==> src/rtl/hydra_vol_pkg.sv <==
// Shared types and helpers for the volume compositing pipeline.
// Holds the compositor state encoding, the RGB struct and the front-to-back weight function.
package hydra_vol_pkg;

  typedef enum logic [1:0] {
    IDLE  = 2'd0,
    ACCUM = 2'd1,
    DRAIN = 2'd2,
    OUT   = 2'd3
  } state_t;

  typedef struct packed {
    logic [7:0] r;
    logic [7:0] g;
    logic [7:0] b;
  } rgb8_t;

  localparam logic [7:0] DEF_ALPHA_THRESH = 8'd250;

  // Contribution weight of a sample: remaining transmittance times sample opacity.
  function automatic logic [7:0] comp_weight(input logic [7:0] acc_a, input logic [7:0] a);
    logic [15:0] prod;
    prod = {8'd0, 8'd255 - acc_a} * {8'd0, a};
    return 8'(prod >> 8);
  endfunction

endpackage

==> src/rtl/composite_mac.sv <==
// One colour channel of the compositor: sum = min(255, acc + (w * c) >> 8).
// Used both for accumulating samples and for blending the background behind the ray.
module composite_mac (
  input  logic [7:0] w,
  input  logic [7:0] c,
  input  logic [7:0] acc,
  output logic [7:0] sum
);

  logic [15:0] prod;
  logic [8:0]  total;

  always_comb begin
    prod  = {8'd0, w} * {8'd0, c};
    total = {1'b0, acc} + 9'(prod >> 8);
    sum   = total[8] ? 8'hFF : total[7:0];
  end

endmodule

==> src/rtl/ray_compositor.sv <==
// Front-to-back compositor for one ray at a time: accumulates premultiplied colour and
// opacity, flags early termination to the marcher and emits one pixel per ray.
module ray_compositor
  import hydra_vol_pkg::*;
#(
  parameter logic [7:0]  ALPHA_THRESH = DEF_ALPHA_THRESH,
  parameter logic [23:0] BG_COLOR     = 24'h000000,
  parameter int          ID_W         = 16,
  parameter int          CNT_W        = 12
) (
  input  logic             clk,
  input  logic             rst,
  input  logic             ray_start,
  input  logic [ID_W-1:0]  ray_id,
  output logic             ray_ready,
  input  logic             sample_valid,
  output logic             sample_ready,
  input  logic [23:0]      sample_color,
  input  logic [7:0]       sample_density,
  input  logic             sample_last,
  output logic             ray_term,
  output logic             pixel_valid,
  input  logic             pixel_ready,
  output logic [23:0]      pixel_color,
  output logic [7:0]       pixel_alpha,
  output logic [ID_W-1:0]  pixel_id,
  output logic [CNT_W-1:0] pixel_count,
  output logic             pixel_early,
  output state_t           dbg_state
);

  // Handshakes: a transfer happens on a rising clk edge where both valid and ready are
  // high; the producer holds valid and data steady until then.

  localparam logic [CNT_W-1:0] CNT_MAX = '1;

  state_t           state, state_nxt;
  rgb8_t            acc, acc_mac, blend, samp, bg;
  logic [7:0]       acc_a, w, tr, new_a;
  logic [CNT_W-1:0] count;
  logic             early, hit, accum_en, term_set, ray_term_q;
  logic [ID_W-1:0]  id_q;

  assign samp  = rgb8_t'(sample_color);
  assign bg    = rgb8_t'(BG_COLOR);
  assign w     = comp_weight(acc_a, sample_density);
  assign new_a = acc_a + w;
  assign hit   = (new_a >= ALPHA_THRESH);
  assign tr    = 8'd255 - acc_a;

  composite_mac u_mac_r (.w(w), .c(samp.r), .acc(acc.r), .sum(acc_mac.r));
  composite_mac u_mac_g (.w(w), .c(samp.g), .acc(acc.g), .sum(acc_mac.g));
  composite_mac u_mac_b (.w(w), .c(samp.b), .acc(acc.b), .sum(acc_mac.b));

  // Background shows through whatever transmittance remains at the end of the ray.
  composite_mac u_bg_r (.w(tr), .c(bg.r), .acc(acc.r), .sum(blend.r));
  composite_mac u_bg_g (.w(tr), .c(bg.g), .acc(acc.g), .sum(blend.g));
  composite_mac u_bg_b (.w(tr), .c(bg.b), .acc(acc.b), .sum(blend.b));

  always_ff @(posedge clk) begin
    if (rst) state <= IDLE;
    else     state <= state_nxt;
  end

  always_comb begin
    state_nxt    = state;
    ray_ready    = 1'b0;
    sample_ready = 1'b0;
    pixel_valid  = 1'b0;
    accum_en     = 1'b0;
    term_set     = 1'b0;
    case (state)
      IDLE: begin
        ray_ready = 1'b1;
        if (ray_start) state_nxt = ACCUM;
      end
      ACCUM: begin
        sample_ready = 1'b1;
        if (sample_valid) begin
          accum_en = 1'b1;
          if (hit) begin
            term_set  = !sample_last;
            state_nxt = sample_last ? OUT : DRAIN;
          end else if (sample_last) begin
            state_nxt = OUT;
          end
        end
      end
      DRAIN: begin
        sample_ready = 1'b1;
        if (sample_valid && sample_last) state_nxt = OUT;
      end
      OUT: begin
        pixel_valid = 1'b1;
        if (pixel_ready) state_nxt = IDLE;
      end
      default: state_nxt = IDLE;
    endcase
  end

  always_ff @(posedge clk) begin
    if (rst) begin
      acc        <= '0;
      acc_a      <= '0;
      count      <= '0;
      early      <= 1'b0;
      id_q       <= '0;
      ray_term_q <= 1'b0;
    end else begin
      ray_term_q <= term_set;
      if (state == IDLE && ray_start) begin
        acc   <= '0;
        acc_a <= '0;
        count <= '0;
        early <= 1'b0;
        id_q  <= ray_id;
      end else if (accum_en) begin
        acc   <= acc_mac;
        acc_a <= new_a;
        if (count != CNT_MAX) count <= count + 1'b1;
        if (hit) early <= 1'b1;
      end
    end
  end

  // Pixel fields read as zero whenever no pixel is being offered.
  assign ray_term    = ray_term_q;
  assign pixel_color = pixel_valid ? blend : 24'd0;
  assign pixel_alpha = pixel_valid ? acc_a : 8'd0;
  assign pixel_id    = pixel_valid ? id_q  : '0;
  assign pixel_count = pixel_valid ? count : '0;
  assign pixel_early = pixel_valid & early;
  assign dbg_state   = state;

endmodule

==> config.mk <==
export PLATFORM = sky130hd
export DESIGN_NAME = ray_compositor
export DESIGN_NICKNAME = d
export VERILOG_FILES = /design/src/rtl/hydra_vol_pkg.sv /design/src/rtl/composite_mac.sv /design/src/rtl/ray_compositor.sv
export SDC_FILE = /design/constraint.sdc
export NUM_CORES = 1
export LEC_CHECK = 0
export ABC_AREA = 0
export CORE_MARGIN = 2
export CORE_UTILIZATION = 38
export DETAILED_ROUTE_END_ITERATION = 16
export GPL_TIMING_DRIVEN = 0
export SLEW_MARGIN = 20
export SYNTH_ARGS = -nofsm -noshare
export SYNTH_HDL_FRONTEND = slang
export SYNTH_SLANG_ARGS = --single-unit
==> constraint.sdc <==
create_clock -name clk -period 22.9 [get_ports clk]
set_input_delay 4.58 -clock clk [delete_from_list [all_inputs] [get_ports clk]]
set_output_delay 4.58 -clock clk [all_outputs]
set_load 0.005 [all_outputs]
Fig. 1: run 1, pin placement
Drawn at 3 px/um. Pins as bars across the die edge, other pins in gray.
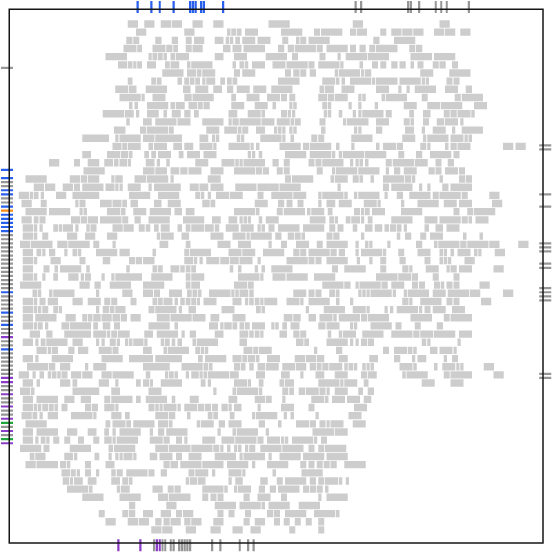
[blue] pixel_color | pins: 24 | direction: output | edge: 14 left, 10 top
[green] dbg_state | pins: 2 | direction: output | edge: left
[orange] pixel_early | pins: 1 | direction: output | edge: left
[purple] pixel_count | pins: 12 | direction: output | edge: 8 left, 4 bottom
all pins by edge: 68 left, 19 bottom, 19 top, 15 right

Fig. 2: run 1, close-up of the layout
Region (76, 41) to (101, 66) um. Cells in gray, sequential cells in the stronger gray; small squares are vias.
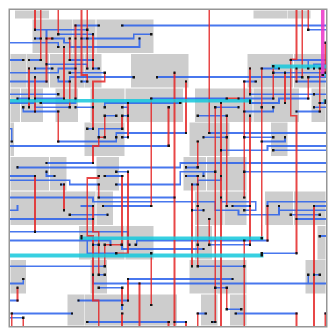
[red] met2
[magenta] met4
[cyan] met3
[blue] met1
sequential cells in the window: 0
most frequent: ha_1 (7), inv_1 (5), o21ai_0 (4)
cells with their middle in the window: 40

Fig. 3: run 1, routing congestion map
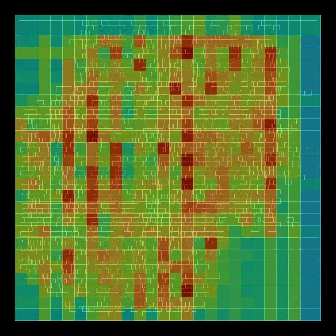
Layout Utilization: 45.2%
routing usage on met1: 26.0%
Global Route Usage Sum: 19.1%
Most Crowded Layer GR: met2

==> results.cfg, run 1 <==
; synthesis and place-and-route metrics
[outcome]
status = complete, no violations

[floorplanning]
num_io_pins = 121
die_area_um2 = 31500
fp_util_pct = 38.5
coreArea_um2 = 29600
dieHeight_um = 177
dieWidth_um = 177
fp-row-count = 63

[clock_network]
hold_buffers = 0
cts_sinks = 64
cts_setup_buffers = 0
clock_latency_ps = 330
cts_buffers = 9
cts_tree = built
clkTransAtPathRegs_ps = 60
root_buffer = clkbuf_16
clockBufferDepth = 2
ctsResizeCount = 0
htree_levels = 3

[job]
drv_cap = 0
warnings = 29

[yosys]
syn_area_per_cell_um2 = 8.67
ys_sh_aoi_pct = 9.67
synth_seq_share_pct = 11.2
simple_gate_share_pct = 23.2
yosys.area.top_type = fa_1
most_common_cell = and2_1
mux_share_pct = 0.0876
top_cells_by_count = 205 x and2_1, 182 x inv_1, 168 x ha_1
fp_nets = 1683
flop_cell = dfxtp_1
netlist_area_um2 = 11400
ys_cells = 1317
ys_types = 53
yosysWarnings = 0
xor_share_pct = 5.03
yosys-top-cells-area = fa_1 25%, ha_1 18%, and2_1 11%
top_logic_kind = adder cells
synth-edff-count = 0
ys_chip_area_um2 = 11400
async_flop_share_pct = 0
ys_sh_adder_pct = 43.6
synth_top_area_share_pct = 25.2
synth_cells = 1317
ys_ff = 64

[finish]
drive_gt1_share_pct = 2.62
syn_to_final_growth_pct = 17.2
fin_nets = 1814
mostFrequentLayoutCells = 205 x and2_1, 182 x inv_1, 168 x ha_1, 144 x fa_1, 120 x clkdlybuf4s50_1
fill_cells = 2950
lay_top_count = and2_1
num_antenna_cells = 0

[timing]
setup_tns_ps = 0
max_freq_mhz = 65.0
hold_viol = 0
rsz0062_at_grt = no
setup_viol = 0
tightest_slew_ps = 987
slew_headroom_pct = 33.7
finalClockPeriodUsage_pct = 67.2
layout_min_cycle_time_ps = 15380
whs_ps = 449
clock_skew_ps = 8.16
maxSlewViolCount = 0

[detailed_routing]
ant_nets = 0
first_iter_violations = 440
wire_per_inst_um = 15.6
viasPerCell = 4.97
vias = 9163
routed_wl_um = 28800
drc = 0
first_pass_iters = 5

[worst_setup_path]
crit_type = input pin to register
timing.critical_path.mode_cell = fa_1
crit_required_ps = 23120
critical_path.max_fanout = 10
worstReg2RegStart = acc_a[7]
critPathMaxStageDelay_ps = 640
cpMaxStageDelayCell = clkdlybuf4s50_1
startpoint = sample_density[2]
crit_path_end_kind = register
startpoint_type = input pin
arrival_ps = 15600

[grt]
grt_first_pass_wirelength_um = 47900
antenna_found_initial = 0
grt_max_degree = 13
overflow = 0
grt_pass1_vias = 9281

[hold_path]
min_from = id_q[2]
hold_class = register to register

[placed_design]
numPortBuffers = 120
gp_congestion = 0.829
dp_hpwl_um = 23100
-- run 1: layout make-up --
class	instances	area, um^2	area share, %
plain buffers	37	139	1.04
clock buffers	9	225	1.68
clock inverters	7	47.5	0.355
inverters	182	683	5.10
multi-input cells	1034	9320	69.6
flip-flops and latches	64	1280	9.57
well taps	390	488	3.65
repair buffers	120	1200	8.97
-- run 1: metrics by stage --
| stage | area, um^2 | utilization (%) | setup slack (ps) | std cells |
|---|---|---|---|---|
| floorplan | 11400 | - | 9450 | 1317 |
| global placement | 13100 | 44.2 | 7360 | 1827 |
| detailed placement | 13100 | 44.2 | 7250 | 1827 |
| CTS | 13400 | 45.2 | 7580 | 1843 |
| global route | 13400 | 45.2 | 6920 | 1843 |
| finish | 13400 | 45.2 | 7520 | 1843 |
-- run 1: cell families after synthesis --
group                      count (synthesis)
and+or+nand+nor                          481
adders and majority gates                312
buffers and inverters                    219
AOI/OAI and AO/OA                        176
xor gates and xnor gates                  64
DFF                                       64
muxes                                      1
-- run 1: final timing paths --
kind                            endpoint  slack, ps  cells after the start
worst max-delay path              acc[1]       7520                     40
worst min-delay path             id_q[2]        450                      2
worst max register to register    acc[1]      11670                     40
worst min register to register   id_q[2]        450                      2
-- run 1: flip-flops by register name, indices dropped and copies added (netlist names) --
signal,count
ray_term,1
acc,24
id_q,16
dbg_state,2
count,12
acc_a,8
early,1
-- run 1: layer usage --
layer	track usage, %	share of wire [%]	up-vias
li1	-	-	4502
met1	26.0	47	4439
met2	31.5	45	197
met3	3.73	6.4	25
met4	3.96	1.3	0
met5	0	0	-
-- run 1: worst max-delay path, delay by kind of cell --
kind | cells | cell delay [ps]
adder cells (fa/ha/maj) | 11 | 4910
AND/OR/NAND/NOR | 11 | 2260
AND-OR/OR-AND | 11 | 1950
buffers and inverters | 6 | 1360
XOR/XNOR | 1 | 510
--- run 2 (diff from run 1) ---
==> constraint.sdc (replaced) <==
create_clock -name clk -period 13.73 [get_ports clk]
set_input_delay 2.746 -clock clk [delete_from_list [all_inputs] [get_ports clk]]
set_output_delay 2.746 -clock clk [all_outputs]
set_load 0.005 [all_outputs]
Fig. 4: run 2, pin placement
Drawn at 3 px/um. Pins as bars across the die edge, other pins in gray.
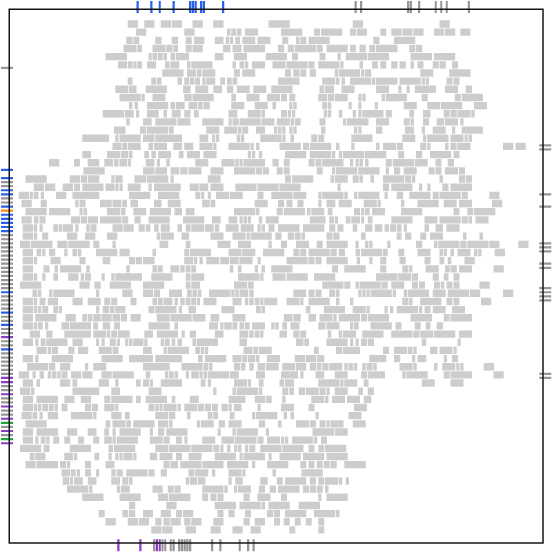
[green] dbg_state | pins: 2 | direction: output | edge: left
[blue] pixel_color | pins: 24 | direction: output | edge: 14 left, 10 top
[purple] pixel_count | pins: 12 | direction: output | edge: 8 left, 4 bottom
[orange] pixel_early | pins: 1 | direction: output | edge: left

Fig. 5: run 2, routing congestion map
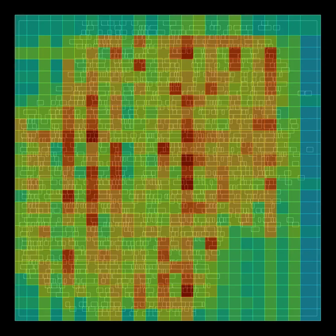
grt met2 use: 31.5%
drt wl/cell: 15.6 um
met3 Track Usage GR: 3.73%
Layout Utilization: 45.3%

==> run 2 against run 1 <==
  * Synthesized cell count unchanged
  * Critical path depth unchanged
  * Register-to-register slack worse by 8700 ps
  * Design area up 0.40%
  * Via count about the same
  * Routed wire length about the same
  * Count of clock-buffer cells in the layout unchanged
  * Cell count unchanged
  * Synthesized area unchanged
  * Worst setup slack worse by 6900 ps
  * Largest cell class unchanged
==> results.cfg, run 2 <==
; synthesis and place-and-route metrics
[timing]
layout_min_cycle_time_ps = 13070
rsz0062_at_grt = no
finalClockPeriodUsage_pct = 95.2
tightest_slew_ps = 898
setup_viol = 0
whs_ps = 449
max_freq_mhz = 76.5
maxSlewViolCount = 0
hold_viol = 0
clock_skew_ps = 7.78

[worst_setup_path]
crit_type = input pin to register
critPathMaxStageDelay_ps = 640
crit_buf_inv = 6
r2r_slack_ps = 2970
timing.critical_path.mode_cell = fa_1
crit_family = adder cells
crit_required_ps = 13950
arrival_ps = 13290
worstReg2RegStart = acc_a[7]
cpMaxStageDelayCell = clkdlybuf4s50_1
startpoint_type = input pin

[finish]
drive_gt1_share_pct = 3.79
largest_reg_flops = 24
lay_top_count = and2_1
syn_to_final_growth_pct = 17.6
num_antenna_cells = 0
mostFrequentLayoutCells = 205 x and2_1, 182 x inv_1, 168 x ha_1, 144 x fa_1, 120 x clkdlybuf4s50_1
top_regs = acc (24), id_q (16), count (12)

[yosys]
most_common_cell = and2_1
ys_types = 53
synth_top_area_share_pct = 25.2
xor_share_pct = 5.03
syn_area_per_cell_um2 = 8.67
mux_share_pct = 0.0876
synth-edff-count = 0
netlist_area_um2 = 11400
ys_chip_area_um2 = 11400
yosysWarnings = 0
yosys-top-cells-area = fa_1 25%, ha_1 18%, and2_1 11%
ys_cells = 1317
ys_ff = 64
flop_cell = dfxtp_1
ys_sh_aoi_pct = 9.67
synth_seq_share_pct = 11.2
async_flop_share_pct = 0
synth_cells = 1317
simple_gate_share_pct = 23.2
top_cells_by_count = 205 x and2_1, 182 x inv_1, 168 x ha_1

[hold_path]
hold_class = register to register
holdPathEnd = id_q[2]
min_from = id_q[2]
holdPathStages = 2

[detailed_routing]
drc = 0
vias = 9155
viasPerCell = 4.97
ant_nets = 0
first_iter_violations = 379
routed_wl_um = 28800
first_pass_iters = 5

[placed_design]
gp_congestion = 0.829
place_ws_ps = -85.2
post_dp_cell_area_um2 = 13100
numPortBuffers = 120

[grt]
antenna_found_initial = 0
grt_pass1_vias = 9281
track_usage_pct = 19.1
grt_max_degree = 13
grt_first_pass_wirelength_um = 47900

[clock_network]
clockBufferDepth = 2
cts_sinks = 64
cts_tree = built
root_buffer = clkbuf_16
clock_latency_ps = 330
clkTransAtPathRegs_ps = 60
cts_buffers = 9
htree_levels = 3

[floorplanning]
fp_util_pct = 38.5
dieWidth_um = 177
die_area_um2 = 31500
coreArea_um2 = 29600
fp-row-count = 63
dieHeight_um = 177
num_io_pins = 121

[job]
warnings = 29
drv_cap = 0

[outcome]
status = complete, no violations
==> run 2: cell counts after synthesis <==
Identical to the previous run, type by type.
==> run 2: worst max-delay path by stage <==
stage                       from  endpoint  cells past startpoint
6_report       sample_density[2]    acc[3]                     40
5_1_grt        sample_density[2]    acc[9]                     41
4_1_cts        sample_density[2]    acc[9]                     39
3_5_place_dp   sample_density[2]    acc[9]                     39
3_3_place_gp   sample_density[2]    acc[9]                     39
2_1_floorplan  sample_density[2]    acc[9]                     38
==> run 2: repair_timing <==
action | CTS | global route
hold buffers | 0 | 0
hold endpoints to repair | 0 | 0
gates resized | 0 | 30
endpoints found under the setup margin | 0 | 23
buffers inserted | 0 | 0
==> run 2: kinds of logic (layout without fill, tap and decap cells) <==
kind of cell / Yosys count / after routing
AOI/OAI and AO/OA: 176 / 176
buffers and inverters: 219 / 355
muxes: 1 / 1
and+or+nand+nor: 481 / 481
DFF: 64 / 64
xor gates and xnor gates: 64 / 64
adders and majority gates: 312 / 312
==> run 2: layer usage <==
metal	vias up	share of wire, %	global-route usage [%]
li1	4504	-	-
met1	4447	48	26.0
met2	181	46	31.5
met3	23	5.3	3.73
met4	0	1.1	3.96
met5	-	0	0
==> run 2: cell type report <==
cell class	instances	area [um^2]
well taps	390	488
plain buffers	37	153
fillers	2942	16200
repair buffers	120	1200
multi-input cells	1034	9360
clock buffers	9	225
flip-flops and latches	64	1280
clock inverters	7	47.5
inverters	182	683
==> run 2: per-stage QoR <==
step	instances
after floorplan	1317
after global placement	1827
after detailed placement	1827
after CTS	1843
after global routing	1843
final	1843
